Figure 1. PDN straps and rails (run 1).
Scale bar: 50 µm. Pins as bars on the die edge.
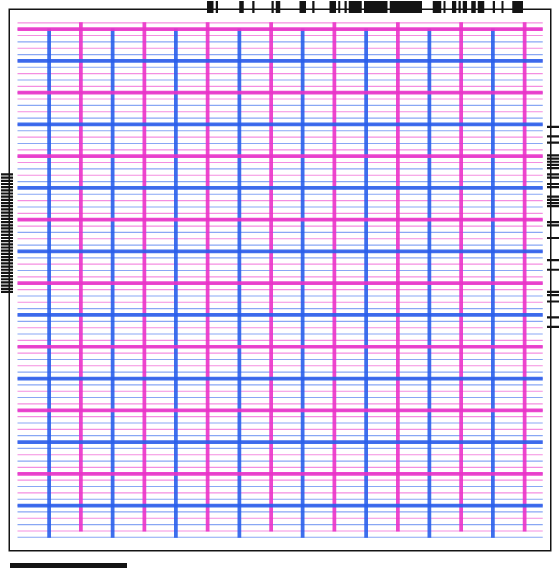
Figure 2. Cell classes on the final placement (run 1).
Scale bar: 50 µm.
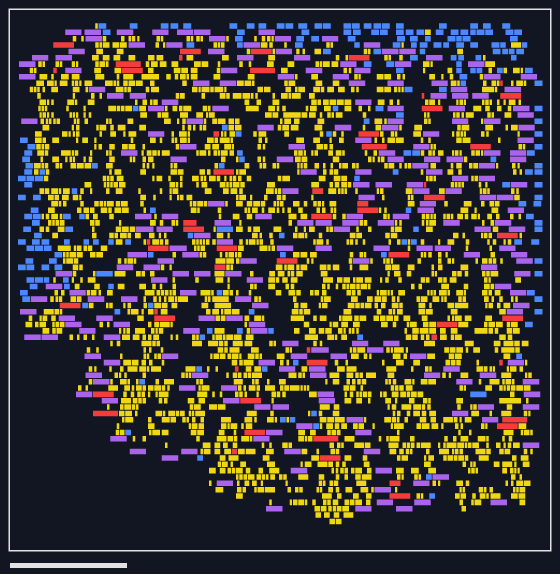
Figure 3. Clock wires, drivers and flops (run 1).
Scale bar: 50 µm.
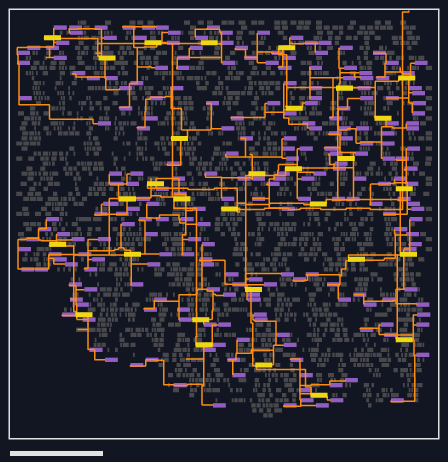
[config.mk]
export PLATFORM = sky130hd
export DESIGN_NAME = mdu_iter
export DESIGN_NICKNAME = d
export VERILOG_FILES = /design/src/rtl/mdu_pkg.sv /design/src/rtl/mdu_step.sv /design/src/rtl/mdu_iter.sv
export SDC_FILE = /design/constraint.sdc
export NUM_CORES = 1
export LEC_CHECK = 0
export CAP_MARGIN = 20
export CORE_MARGIN = 3
export CORE_UTILIZATION = 35
export DETAILED_ROUTE_END_ITERATION = 7
export HOLD_SLACK_MARGIN = 0.06
export PLACE_DENSITY = 0.5
export SLEW_MARGIN = 20
export SYNTH_ARGS = -nofsm -noshare
export SYNTH_HDL_FRONTEND = slang
export SYNTH_SLANG_ARGS = --single-unit
[constraint.sdc]
create_clock -name clk -period 4.6 [get_ports clk]
set_input_delay 0.92 -clock clk [delete_from_list [all_inputs] [get_ports clk]]
set_output_delay 0.92 -clock clk [all_outputs]
set_load 0.01 [all_outputs]
[src/rtl/mdu_pkg.sv]
// mdu_pkg
// Shared definitions for the iterative multiply/divide unit: operation codes
// (also used by the ALU control decoder when generating mdu ops) and the
// state encoding of the mdu_iter sequencer.
package mdu_pkg;

    // mdu_op codes; any code not listed behaves as OP_NONE
    localparam logic [2:0] OP_NONE  = 3'd0;
    localparam logic [2:0] OP_MULT  = 3'd1;
    localparam logic [2:0] OP_MULTU = 3'd2;
    localparam logic [2:0] OP_DIV   = 3'd3;
    localparam logic [2:0] OP_DIVU  = 3'd4;
    localparam logic [2:0] OP_MTHI  = 3'd5;
    localparam logic [2:0] OP_MTLO  = 3'd6;

    // sequencer states
    localparam logic [1:0] ST_IDLE = 2'd0;
    localparam logic [1:0] ST_CALC = 2'd1;
    localparam logic [1:0] ST_FIX  = 2'd2;

endpackage

[src/rtl/mdu_step.sv]
// mdu_step
// Combinational single-iteration datapath shared by multiply and divide.
//   is_div   in   select divide step (1) or multiply step (0)
//   opb      in   multiplicand (mult) or divisor (div), unsigned magnitude
//   acc_in   in   mult: {partial product, remaining multiplier bits}
//                 div:  low half holds {remaining dividend, quotient bits}
//   rem_in   in   partial remainder (div only)
//   acc_out  out  accumulator after one step
//   rem_out  out  partial remainder after one step
module mdu_step #(
    parameter int WIDTH = 32
) (
    input  logic                 is_div,
    input  logic [WIDTH-1:0]     opb,
    input  logic [2*WIDTH-1:0]   acc_in,
    input  logic [WIDTH-1:0]     rem_in,
    output logic [2*WIDTH-1:0]   acc_out,
    output logic [WIDTH-1:0]     rem_out
);

    logic [WIDTH:0]   sum;
    logic [WIDTH:0]   shifted;
    logic [WIDTH+1:0] diff;
    logic [WIDTH-1:0] quot_sh;

    always_comb begin
        // multiply: add multiplicand to the upper half when the current
        // multiplier bit is set, then shift right keeping the carry
        sum = {1'b0, acc_in[2*WIDTH-1:WIDTH]} + {1'b0, opb};
        if (!acc_in[0]) begin
            sum = {1'b0, acc_in[2*WIDTH-1:WIDTH]};
        end

        // divide: bring the next dividend bit into a WIDTH+1 bit partial
        // remainder and trial-subtract; the extra top bit of diff is the borrow
        shifted = {rem_in, acc_in[WIDTH-1]};
        diff    = {1'b0, shifted} - {2'b00, opb};
        quot_sh = {acc_in[WIDTH-2:0], ~diff[WIDTH+1]};

        acc_out = {sum, acc_in[WIDTH-1:1]};
        rem_out = rem_in;
        if (is_div) begin
            acc_out = {acc_in[2*WIDTH-1:WIDTH], quot_sh};
            // the kept remainder is always below the divisor, so WIDTH bits hold it
            rem_out = diff[WIDTH+1] ? shifted[WIDTH-1:0] : diff[WIDTH-1:0];
        end
    end

endmodule

[src/rtl/mdu_iter.sv]
// mdu_iter
// Iterative multiply/divide unit owning the architectural HI/LO registers.
// MULT/MULTU/DIV/DIVU take WIDTH+1 cycles (one bit per cycle); MTHI/MTLO
// write in one cycle.
//   clk    in   clock
//   rst    in   synchronous active-high reset
//   start  in   request, sampled only while busy=0
//   op     in   mdu_op code, valid with start
//   a      in   rs operand (dividend / multiplicand / MTHI-MTLO source)
//   b      in   rt operand (divisor / multiplier)
//   flush  in   abort in-flight operation
//   busy   out  operation in progress
//   done   out  one-cycle pulse when HI/LO were written by mult/div
//   hi     out  HI register
//   lo     out  LO register
//
// state | meaning
// ------+---------------------------------------------------------
// IDLE  | waiting for start; MTHI/MTLO written here
// CALC  | one multiply/divide step per cycle, WIDTH steps
// FIX   | sign correction, HI/LO write, done pulse
module mdu_iter import mdu_pkg::*; #(
    parameter int WIDTH = 32
) (
    input  logic             clk,
    input  logic             rst,
    input  logic             start,
    input  logic [2:0]       op,
    input  logic [WIDTH-1:0] a,
    input  logic [WIDTH-1:0] b,
    input  logic             flush,
    output logic             busy,
    output logic             done,
    output logic [WIDTH-1:0] hi,
    output logic [WIDTH-1:0] lo
);

    localparam int CNT_W = $clog2(WIDTH + 1);
    localparam logic [CNT_W-1:0] CNT_LAST = CNT_W'(WIDTH - 1);

    logic [1:0]           state;
    logic [CNT_W-1:0]     cnt;
    logic [2*WIDTH-1:0]   acc;
    logic [2*WIDTH-1:0]   acc_nxt;
    logic [WIDTH-1:0]     rem;
    logic [WIDTH-1:0]     rem_nxt;
    logic [WIDTH-1:0]     opb;
    logic [WIDTH-1:0]     a_hold;
    logic                 is_div;
    logic                 neg_res;
    logic                 neg_rem;
    logic                 div_zero;

    logic                 op_mult;
    logic                 op_div;
    logic                 op_signed;
    logic [WIDTH-1:0]     a_mag;
    logic [WIDTH-1:0]     b_mag;
    logic [2*WIDTH-1:0]   prod_fix;
    logic [WIDTH-1:0]     quot_fix;
    logic [WIDTH-1:0]     rem_fix;

    always_comb begin
        op_mult   = (op == OP_MULT) || (op == OP_MULTU);
        op_div    = (op == OP_DIV)  || (op == OP_DIVU);
        op_signed = (op == OP_MULT) || (op == OP_DIV);
        // |MIN| wraps to 2^(WIDTH-1), which is exactly right read as unsigned
        a_mag     = (op_signed && a[WIDTH-1]) ? -a : a;
        b_mag     = (op_signed && b[WIDTH-1]) ? -b : b;
        prod_fix  = neg_res ? -acc : acc;
        quot_fix  = neg_res ? -acc[WIDTH-1:0] : acc[WIDTH-1:0];
        rem_fix   = neg_rem ? -rem : rem;
    end

    mdu_step #(.WIDTH(WIDTH)) u_step (
        .is_div  (is_div),
        .opb     (opb),
        .acc_in  (acc),
        .rem_in  (rem),
        .acc_out (acc_nxt),
        .rem_out (rem_nxt)
    );

    always_ff @(posedge clk) begin
        if (rst) begin
            state    <= ST_IDLE;
            cnt      <= '0;
            acc      <= '0;
            rem      <= '0;
            opb      <= '0;
            a_hold   <= '0;
            is_div   <= 1'b0;
            neg_res  <= 1'b0;
            neg_rem  <= 1'b0;
            div_zero <= 1'b0;
            busy     <= 1'b0;
            done     <= 1'b0;
            hi       <= '0;
            lo       <= '0;
        end else begin
            done <= 1'b0;
            case (state)
                ST_IDLE: begin
                    if (start && !flush) begin
                        if (op_mult || op_div) begin
                            state    <= ST_CALC;
                            busy     <= 1'b1;
                            cnt      <= '0;
                            is_div   <= op_div;
                            neg_res  <= op_signed && (a[WIDTH-1] ^ b[WIDTH-1]);
                            neg_rem  <= op_signed && a[WIDTH-1];
                            div_zero <= op_div && (b == '0);
                            a_hold   <= a;
                            rem      <= '0;
                            // mult: multiplicand in opb, multiplier in acc low half
                            // div:  divisor in opb, dividend in acc low half
                            opb      <= op_div ? b_mag : a_mag;
                            acc      <= {{WIDTH{1'b0}}, (op_div ? a_mag : b_mag)};
                        end else if (op == OP_MTHI) begin
                            hi <= a;
                        end else if (op == OP_MTLO) begin
                            lo <= a;
                        end
                    end
                end
                ST_CALC: begin
                    if (flush) begin
                        state <= ST_IDLE;
                        busy  <= 1'b0;
                    end else begin
                        acc <= acc_nxt;
                        rem <= rem_nxt;
                        cnt <= cnt + CNT_W'(1);
                        if (cnt == CNT_LAST) begin
                            state <= ST_FIX;
                        end
                    end
                end
                ST_FIX: begin
                    state <= ST_IDLE;
                    busy  <= 1'b0;
                    if (!flush) begin
                        done <= 1'b1;
                        if (!is_div) begin
                            hi <= prod_fix[2*WIDTH-1:WIDTH];
                            lo <= prod_fix[WIDTH-1:0];
                        end else if (div_zero) begin
                            hi <= a_hold;
                            lo <= '1;
                        end else begin
                            hi <= rem_fix;
                            lo <= quot_fix;
                        end
                    end
                end
                default: begin
                    state <= ST_IDLE;
                    busy  <= 1'b0;
                end
            endcase
        end
    end

endmodule

==> Slide: Implementation Results, run 1 <==
Physical Implementation Snapshot

Run status
  • Status: finished clean

STA
  • Final Skew: ~0.032 ns
  • Final period util: approximately 93%
  • Setup tns final: 0 ns
  • Slew Viols, Final: 0
  • RSZ-0062 raised after global routing: no
  • Final setup viols: 0

Worst setup path
  • Slowest stage delay, CP: a little under 0.8 ns
  • Crit end category: flop
  • Crit path DRT: between 5 and 6 ns

GRT
  • First-pass GRT wire length: ~110000 µm
  • Gr usage total: a little over a quarter
  • Number of global-route vias before repair: between 15000 and 20000

Yosys
  • Synth Seq Share: roughly 27%
  • Synth async-reset ratio: 0%
  • Post-Syn Instances: ~2400

Finish
  • Most instantiated logic cells after routing: 357 x nand2_1, 234 x a21oi_1, 234 x dfxtp_1
  • Finished Layout Cells: approximately 3200
  • FILL cells: between 5000 and 6000

Clock tree
  • Clk pin slew, worst setup/hold paths: 0.06 ns
  • Num CTS Buffers: 30

Drt
  • Initial DRC count: 1887

Power
  • Switching power: ~1.9 mW
Back to the opening pictures, Figure 1:
Key: magenta = VDD; blue = VSS
16 straps on met5. 137 signal pins sit on the boundary.
Worst VDD drop: 0.254 mV
Chip Width: 231 µm
chip height: 231 µm
core area: 49600 µm²

Back to the opening pictures, Figure 2:
Key: yellow = combinational and other logic [cells 1989]; red = clock drivers and dummy loads [cells 54]; blue = remaining buffers and delay cells [cells 219]; purple = sequential cells [cells 238]
flop share of the area: 22.7%
design area: 21100 µm²
Util after Layout: 42.5%

Back to the opening pictures, Figure 3:
Key: yellow = clock drivers [count 30]; orange = clock wires [length 4090 µm]; purple = flip-flops [count 238]
Position of the flops: widely spread. There are 31 routed clock nets.

## run 1: state kept, by name (all words and copies together), names as in the netlist
signal and cells:
cnt 6, a_hold 32, done 1, busy 1, is_div 1, state 2
hi 32, rem 32, acc 64, opb 32, neg_rem 1, lo 32
neg_res 1, div_zero 1
## run 1: synth_stat cells, types with 23 or more instances
cell type	n	share of area, %
mux2i_1	78	4.4
nand2b_1	24	0.85
o21ai_1	50	1.4
a21o_1	26	1.1
nor2_1	211	4.5
a21oi_1	236	6.7
ha_1	69	4.9
xnor2_1	116	5.7
clkbuf_1	152	3.2
nor3_1	57	1.6
nand2_1	358	7.6
o221ai_1	36	1.8
dfxtp_1	238	27
o31ai_1	43	1.8
xor2_1	87	4.3
o21ai_0	93	2.6
o211ai_1	34	1.4
a211oi_1	44	1.9
o22ai_1	23	0.81
nand3_1	40	1.1
inv_1	69	1.5
## run 1: worst paths after layout
| check | from | end | slack, ns |
|---|---|---|---|
| setup / recovery | acc[1] | hi[12] | 0.32 |
| hold / removal | hi[28] | hi[28] | 0.43 |
| setup reg to reg | acc[1] | hi[12] | 0.32 |
| hold reg to reg | hi[28] | hi[28] | 0.43 |
## run 1: power groups by stage
| stage | logic (mW) | registers [mW] | clock network (mW) |
|---|---|---|---|
| after floorplan | 0.803 | 2.21 | 0 |
| after global placement | 1.23 | 2.26 | 0 |
| after detailed placement | 1.23 | 2.27 | 0 |
| after CTS | 1.24 | 2.22 | 2.66 |
| after global routing | 1.36 | 2.23 | 2.73 |
| final | 1.25 | 2.22 | 2.62 |
## run 1: logic make-up after synthesis
group           synth area share (%)
simple gates                    21.6
compound gates                  26.5
buf+inv                         5.40
flops                           26.8
xor+xnor                        10.0
mux                             4.59
fa+ha+maj                       5.09
## run 1: final cells by class
type                            count  share of cell area (%)
Multi-Input combinational cell   1920                    57.4
Sequential cell                   238                    22.7
Timing Repair Buffer              219                    9.61
Tap cell                          664                    3.95
Clock buffer                       37                    3.88
Inverter                           69                    1.23
Clock inverter                     17                    1.21
Antenna cell                        1                  0.0119
## run 1: metal layers
layer  vias to the layer above  routed length (µm)  track usage (%)
met2                       756               33300             43.1
li1                       8831                   -                -
met3                       116                5630             4.65
met4                         2                2490             8.06
met1                      9074               34600             38.7
met5                         -                  11                0
## run 1: worst max-delay path: cells and delay by family, from the launching register on
family	cells	cell delay, ns
compound gates	2	1.02
flops	1	0.37
buf+inv	2	0.38
xor+xnor	1	0.32
fa+ha+maj	1	0.20
simple gates	6	1.85
## run 1: stage by stage
stage	hold slack (ns)	instance area [µm²]	setup slack [ns]
after detailed placement	0.432	20000	0.426
final	0.435	21100	0.323
after global routing	0.456	21100	0.238
after CTS	0.441	21000	0.425
after floorplan	0.431	17800	1.25
after global placement	0.426	20000	0.373
==> inputs of run 2 (changes only) <==
CORE_UTILIZATION = 45   (was 35)
PLACE_DENSITY = not set   (was 0.5)
PLACE_DENSITY_LB_ADDON = 0.25   (was not set)
SLEW_MARGIN = not set   (was 20)
Figure 4. Cell classes on the final placement (run 2).
Scale bar: 50 µm.
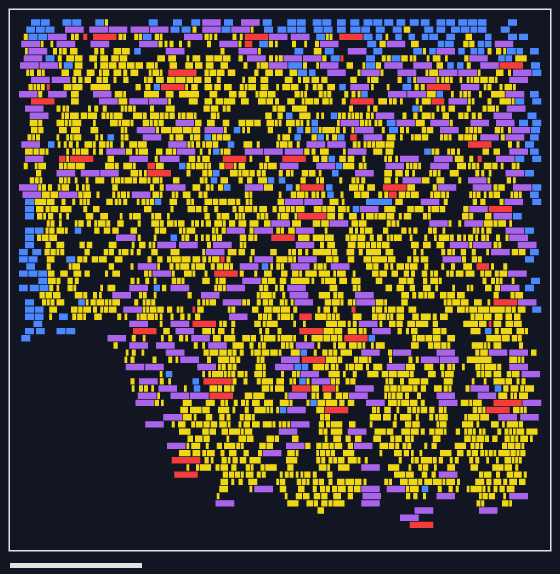
Key: purple = sequential cells [cells 238]; red = clock drivers and dummy loads [cells 53]; blue = remaining buffers and delay cells [cells 211]; yellow = combinational and other logic [cells 1989]

Figure 5. Metal layers overlaid (run 2).
Two of the layers only.
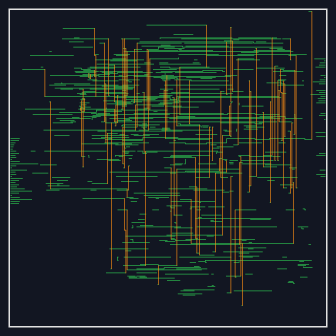
Key: orange = metal 4 [wire length 3580 µm]; green = metal 3 [wire length 6990 µm]

==> run 2 against run 1 <==
- first-iteration DRC count increased by 12%
- register-to-register slack improved by 0.42 ns
- clock-buffer cell count unchanged
- clock power decreased by 5%
- die area decreased by 22%
- flip-flop count unchanged
- cell count decreased by 4.9%
- core utilization increased by 11 points
- area after synthesis unchanged
- via count increased by 0.54%
- fmax increased by 11%
- synthesized cell count unchanged
- largest power group unchanged
==> Slide: Implementation Results, run 2 <==
Physical Implementation Snapshot

Yosys
  • Post-Syn Instances: 2409 (unchanged)
  • Ys flop type: dfxtp_1 (unchanged)
  • Synth top cell by count: nand2_1 (unchanged)
  • Top cell area share: 26.8% (unchanged)
  • Synth Seq Share: 26.8% (unchanged)
  • Synth async-reset ratio: 0% (unchanged)
  • Main area contributors: dfxtp_1 27%, nand2_1 7.6%, a21oi_1 6.7% (unchanged)
  • Commonest cells in the netlist: 358 x nand2_1, 238 x dfxtp_1, 236 x a21oi_1 (unchanged)
  • Post-synth top area cell: dfxtp_1 (unchanged)

Floorplan
  • Chip height: 205 µm (was 231 µm)
  • Chip Width: 205 µm (was 231 µm)
  • Core area: 38800 µm² (was 49600 µm²)
  • Row count: 72 (was 81)

GRT
  • Gr usage total: 31.3% (was 27.5%)
  • First-pass GRT wire length: 103000 µm (was 113000 µm)
  • GR peak layer: met2 (unchanged)
  • Grt met3 use: 6.71% (was 4.65%)
  • Number of global-route vias before repair: 17300 (about the same)
  • Met2 usage: 49.3% (was 43.1%)
  • Met1 usage: 41.3% (was 38.7%)

Finish
  • Max reg flops: 64 (unchanged)
  • Most instantiated logic cells after routing: 358 x nand2_1, 235 x dfxtp_1, 234 x a21oi_1 (was 357 x nand2_1, 234 x a21oi_1, 234 x dfxtp_1)
  • Most flop-heavy register: acc (unchanged)
  • Util after Layout: 53.5% (was 42.5%)

Run status
  • Status: finished clean (unchanged)

STA
  • Fin worst setup slack: 0.740 ns (was 0.323 ns)
  • Max_slew headroom: 25.8% (was 33.8%)
  • Final Skew: 0.0340 ns (was 0.0317 ns)
  • Final period util: 83.9% (was 93.0%)
  • Setup tns final: 0 ns (unchanged)
  • RSZ-0062 raised after global routing: no (unchanged)
  • Final setup viols: 0 (unchanged)
  • Slew Viols, Final: 0 (unchanged)

Worst setup path
  • Slowest stage delay, CP: 0.59 ns (was 0.78 ns)
  • Crit path DRT: 5.03 ns (was 5.04 ns)
  • Crit end category: flop (unchanged)
  • Crit-path cells: inv_1 > ha_1 > or4b_1 > nor4_4 > and4_1 > nand3_1 > o21ai_1 > xor2_1 > nor2_1 > a2111oi_0 > nor3_1 (was inv_1 > ha_1 > or4b_1 > nor4_4 > and4_1 > nand3_1 > o21ai_1 > xor2_1 > nor2_1 > a2111oi_0 > buf_4 > nor3_1)
  • WS Path Type: flop to flop (unchanged)

Power
  • Worst VDD drop: 0.332 mV (was 0.254 mV)
  • Switching power: 1.83 mW (was 1.90 mW)

Clock tree
  • Clk pin slew, worst setup/hold paths: 0.07 ns (was 0.06 ns)

Placement
  • RePlAce Congestion: 0.979 (was 0.963)

Drt
  • Initial DRC count: 2119 (was 1887)
run 2: stage by stage:
step	power (mW)	hold WS, ns	std cells	area [µm²]
4_1_cts	5.93	0.444	3007	20700
5_1_grt	6.14	0.474	3009	20800
3_3_place_gp	3.43	0.426	2953	19700
2_1_floorplan	3.02	0.431	2409	17800
6_report	5.95	0.443	3011	20800
3_5_place_dp	3.45	0.434	2954	19700
run 2: worst max-delay path: cells and delay by family (launching register included):
family,cells,cell delay (ns)
AOI/OAI and AO/OA,2,0.70
xor gates and xnor gates,1,0.26
adders and majority gates,1,0.25
buffers and inverters,1,0.16
DFF,1,0.37
and+or+nand+nor,6,1.95
run 2: layout make-up:
| cell class | count | area [µm²] |
|---|---|---|
| antenna | 2 | 5.00 |
| fill | 3766 | 18100 |
| tap | 518 | 648 |
| inverter | 69 | 259 |
| clock buffer | 37 | 796 |
| multi-input combinational | 1920 | 12100 |
| sequential | 238 | 4770 |
| timing repair buffer | 211 | 1950 |
| clock inverter | 16 | 240 |
run 2: path summary, 6_finish.rpt:
path | startpoint | end | slack (ns)
max | acc[1] | hi[12] | 0.74
min | hi[28] | hi[28] | 0.44
max reg2reg | acc[1] | hi[12] | 0.74
min reg2reg | hi[28] | hi[28] | 0.44
run 2: power by group through the flow:
| stage | combinational (mW) | sequential (mW) | clock, mW |
|---|---|---|---|
| after floorplan | 0.803 | 2.21 | 0 |
| after global placement | 1.17 | 2.26 | 0 |
| after detailed placement | 1.19 | 2.26 | 0 |
| after CTS | 1.19 | 2.22 | 2.52 |
| after global routing | 1.31 | 2.23 | 2.60 |
| final | 1.22 | 2.22 | 2.50 |
run 2: cells by family after synthesis:
kind of cell | share of synthesized area, %
AOI/OAI and AO/OA | 26.5
and+or+nand+nor | 21.6
DFF | 26.8
adders and majority gates | 5.09
xor gates and xnor gates | 10.0
muxes | 4.59
buffers and inverters | 5.40
run 2: per-layer routing:
metal  up-vias  wire, µm
met4         2      3580
met1      8910     27700
met3       198      6990
met5         -        13
li1       8814         -
met2       956     30200
==> inputs of run 3 (changes only) <==
clock period = 3.2 ns   (was 4.6 ns; I/O delays follow)
Figure 6. Cell classes on the final placement (run 3).
Scale bar: 50 µm.
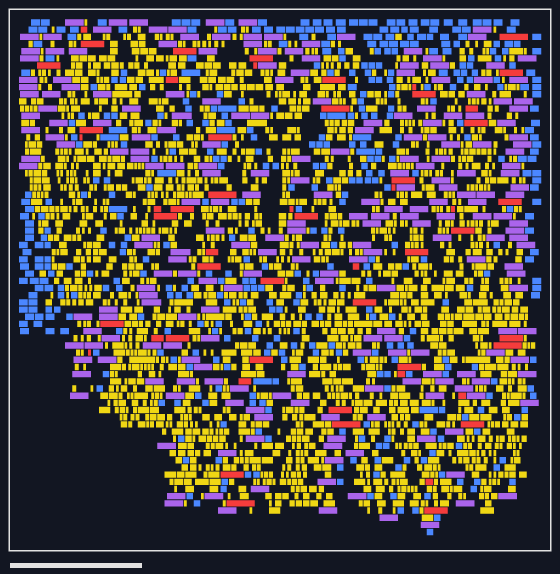
Key: yellow = combinational and other logic [cells 1990]; blue = remaining buffers and delay cells [cells 473]; purple = sequential cells [cells 238]; red = clock drivers and dummy loads [cells 53]
Util after Layout: 59.4%
row count: 72
design area: 23100 µm²
flop share of the area: 20.7%
core area: 38800 µm²

Figure 7. PDN straps and rails (run 3).
Scale bar: 50 µm. Pins as bars on the die edge.
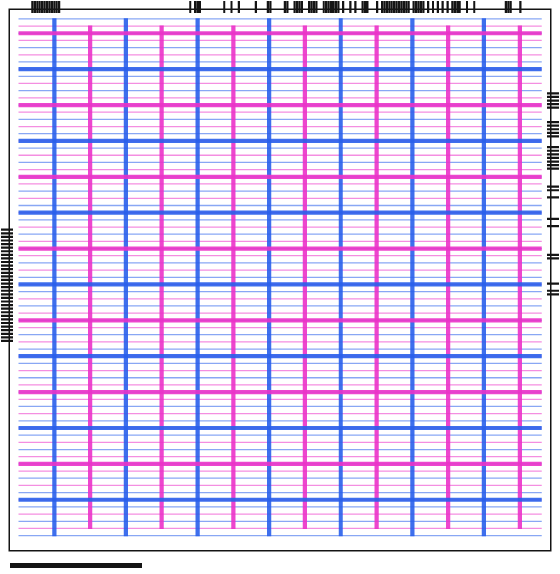
Key: magenta = VDD; blue = VSS
The core has 72 rows. 137 signal pins sit on the boundary. 73 met1 rails follow the rows.
chip height: 205 µm
Chip Width: 205 µm

==> run 3 against run 2 <==
- via count is 6.3% higher
- clock power is 48% higher
- first-iteration DRC count is 2.8% lower
- area after synthesis stayed put
- die area stayed put
- core utilization is 5.9 points higher
- worst setup slack worse by 0.70 ns
- critical path type unchanged
==> Slide: Implementation Results, run 3 <==
Physical Implementation Snapshot

Run status
  • Status: finished clean (unchanged)

STA
  • Slew Viols, Final: 0 (unchanged)
  • Final Skew: 0.0253 ns (was 0.0340 ns)
  • RSZ-0062 raised after global routing: yes (was no)
  • Final period util: 98.8% (was 83.9%)
  • Final setup viols: 0 (unchanged)
  • Max_slew headroom: 46.8% (was 25.8%)
  • Fin worst setup slack: 0.0369 ns (was 0.740 ns)

Worst hold path
  • WHS Endpoint: hi[28] (unchanged)
  • Min-Delay Startpoint: hi[28] (unchanged)

GRT
  • First-pass GRT wire length: 111000 µm (was 103000 µm)
  • Grt met3 use: 8.36% (was 6.71%)
  • Number of global-route vias before repair: 18900 (was 17300)
  • GR peak layer: met2 (unchanged)

Drt
  • Initial DRC count: 2060 (was 2119)

Yosys
  • Synth async-reset ratio: 0% (unchanged)
  • Post-synth top area cell: dfxtp_1 (unchanged)
  • Main area contributors: dfxtp_1 27%, nand2_1 7.6%, a21oi_1 6.7% (unchanged)
  • Synth Seq Share: 26.8% (unchanged)
  • Post-Syn Instances: 2409 (unchanged)

Finish
  • Max reg flops: 64 (unchanged)
  • Most instantiated logic cells after routing: 358 x nand2_1, 325 x buf_4, 235 x dfxtp_1 (was 358 x nand2_1, 235 x dfxtp_1, 234 x a21oi_1)
  • Most flop-heavy register: acc (unchanged)

Worst setup path
  • CP delay by family, top: AND-OR/OR-AND gates (was simple AND/OR/NAND/NOR gates)
  • Reg-to-reg startpoint: opb[14] (was acc[1])
  • Crit end category: flop (unchanged)
  • FF-to-FF setup slack: 0.04 ns (was 0.74 ns)
  • Worst reg2reg endpoint: acc[0] (was hi[12])
  • Slowest stage delay, CP: 0.41 ns (was 0.59 ns)

Clock tree
  • Num CTS Buffers: 29 (unchanged)
  • Clk pin slew, worst setup/hold paths: 0.06 ns (was 0.07 ns)
## run 3: cell counts after synthesis
Identical to the previous run, type by type.
## run 3: what timing repair did
| action | 4_1_cts | 5_1_grt |
|---|---|---|
| endpoints found under the setup margin | 15 | 55 |
| resized | 10 | 34 |
| gates cloned | 0 | 1 |
| buffers inserted | 0 | 3 |
| pin swaps | 1 | 9 |
## run 3: cell type report
class / count / area [µm²]
inverters: 69 / 259
multi-input cells: 1921 / 12300
flip-flops and latches: 238 / 4770
well taps: 518 / 648
clock inverters: 17 / 255
fillers: 3618 / 15800
clock buffers: 36 / 802
repair buffers: 473 / 4040
diodes: 2 / 5.00
## run 3: worst max path at each step
stage,slack (ns),cells past startpoint,from,end
2_1_floorplan,0.13,10,a[4],acc[24]
3_3_place_gp,-0.52,11,a[4],opb[16]
3_5_place_dp,-0.53,11,a[5],opb[16]
4_1_cts,0.02,12,opb[0],rem[30]
5_1_grt,-0.03,12,opb[0],rem[30]
6_report,0.04,13,opb[14],acc[0]
## run 3: per-layer routing
| metal | part of all wire (%) | wire length (µm) |
|---|---|---|
| met4 | 6.1 | 4560 |
| met1 | 41 | 30400 |
| met2 | 44 | 32700 |
| met3 | 9.7 | 7290 |
| met5 | 0.031 | 23 |
## run 3: stage by stage
stage                     area (µm²)  cells  hold slack, ns  power (mW)
after global routing           23100   3272           0.469        9.34
after global placement         21800   3215           0.428        5.29
after floorplan                17800   2409           0.431        4.34
after CTS                      22900   3268           0.440        8.98
final                          23100   3274           0.436        9.07
after detailed placement       21800   3215           0.432        5.32
## run 3: worst min-delay path: cells and delay by family, from the launching register on
family | cells | cell delay, ns
flip-flops | 1 | 0.31
AND/OR/NAND/NOR | 2 | 0.09
## run 3: report_power, final
part | leakage [nW] | internal, mW | switching, mW | total [mW]
clock network | 0.518 | 2.26 | 1.44 | 3.70
registers | 1.93 | 3.05 | 0.0806 | 3.13
logic | 6.39 | 0.977 | 1.25 | 2.23
total | 8.84 | 6.29 | 2.78 | 9.07
## run 3: cell families after synthesis
logic type | synth area share (%)
fa+ha+maj | 5.09
mux | 4.59
flops | 26.8
compound gates | 26.5
buf+inv | 5.40
simple gates | 21.6
xor+xnor | 10.0
Power and IR drop assume default switching activity.
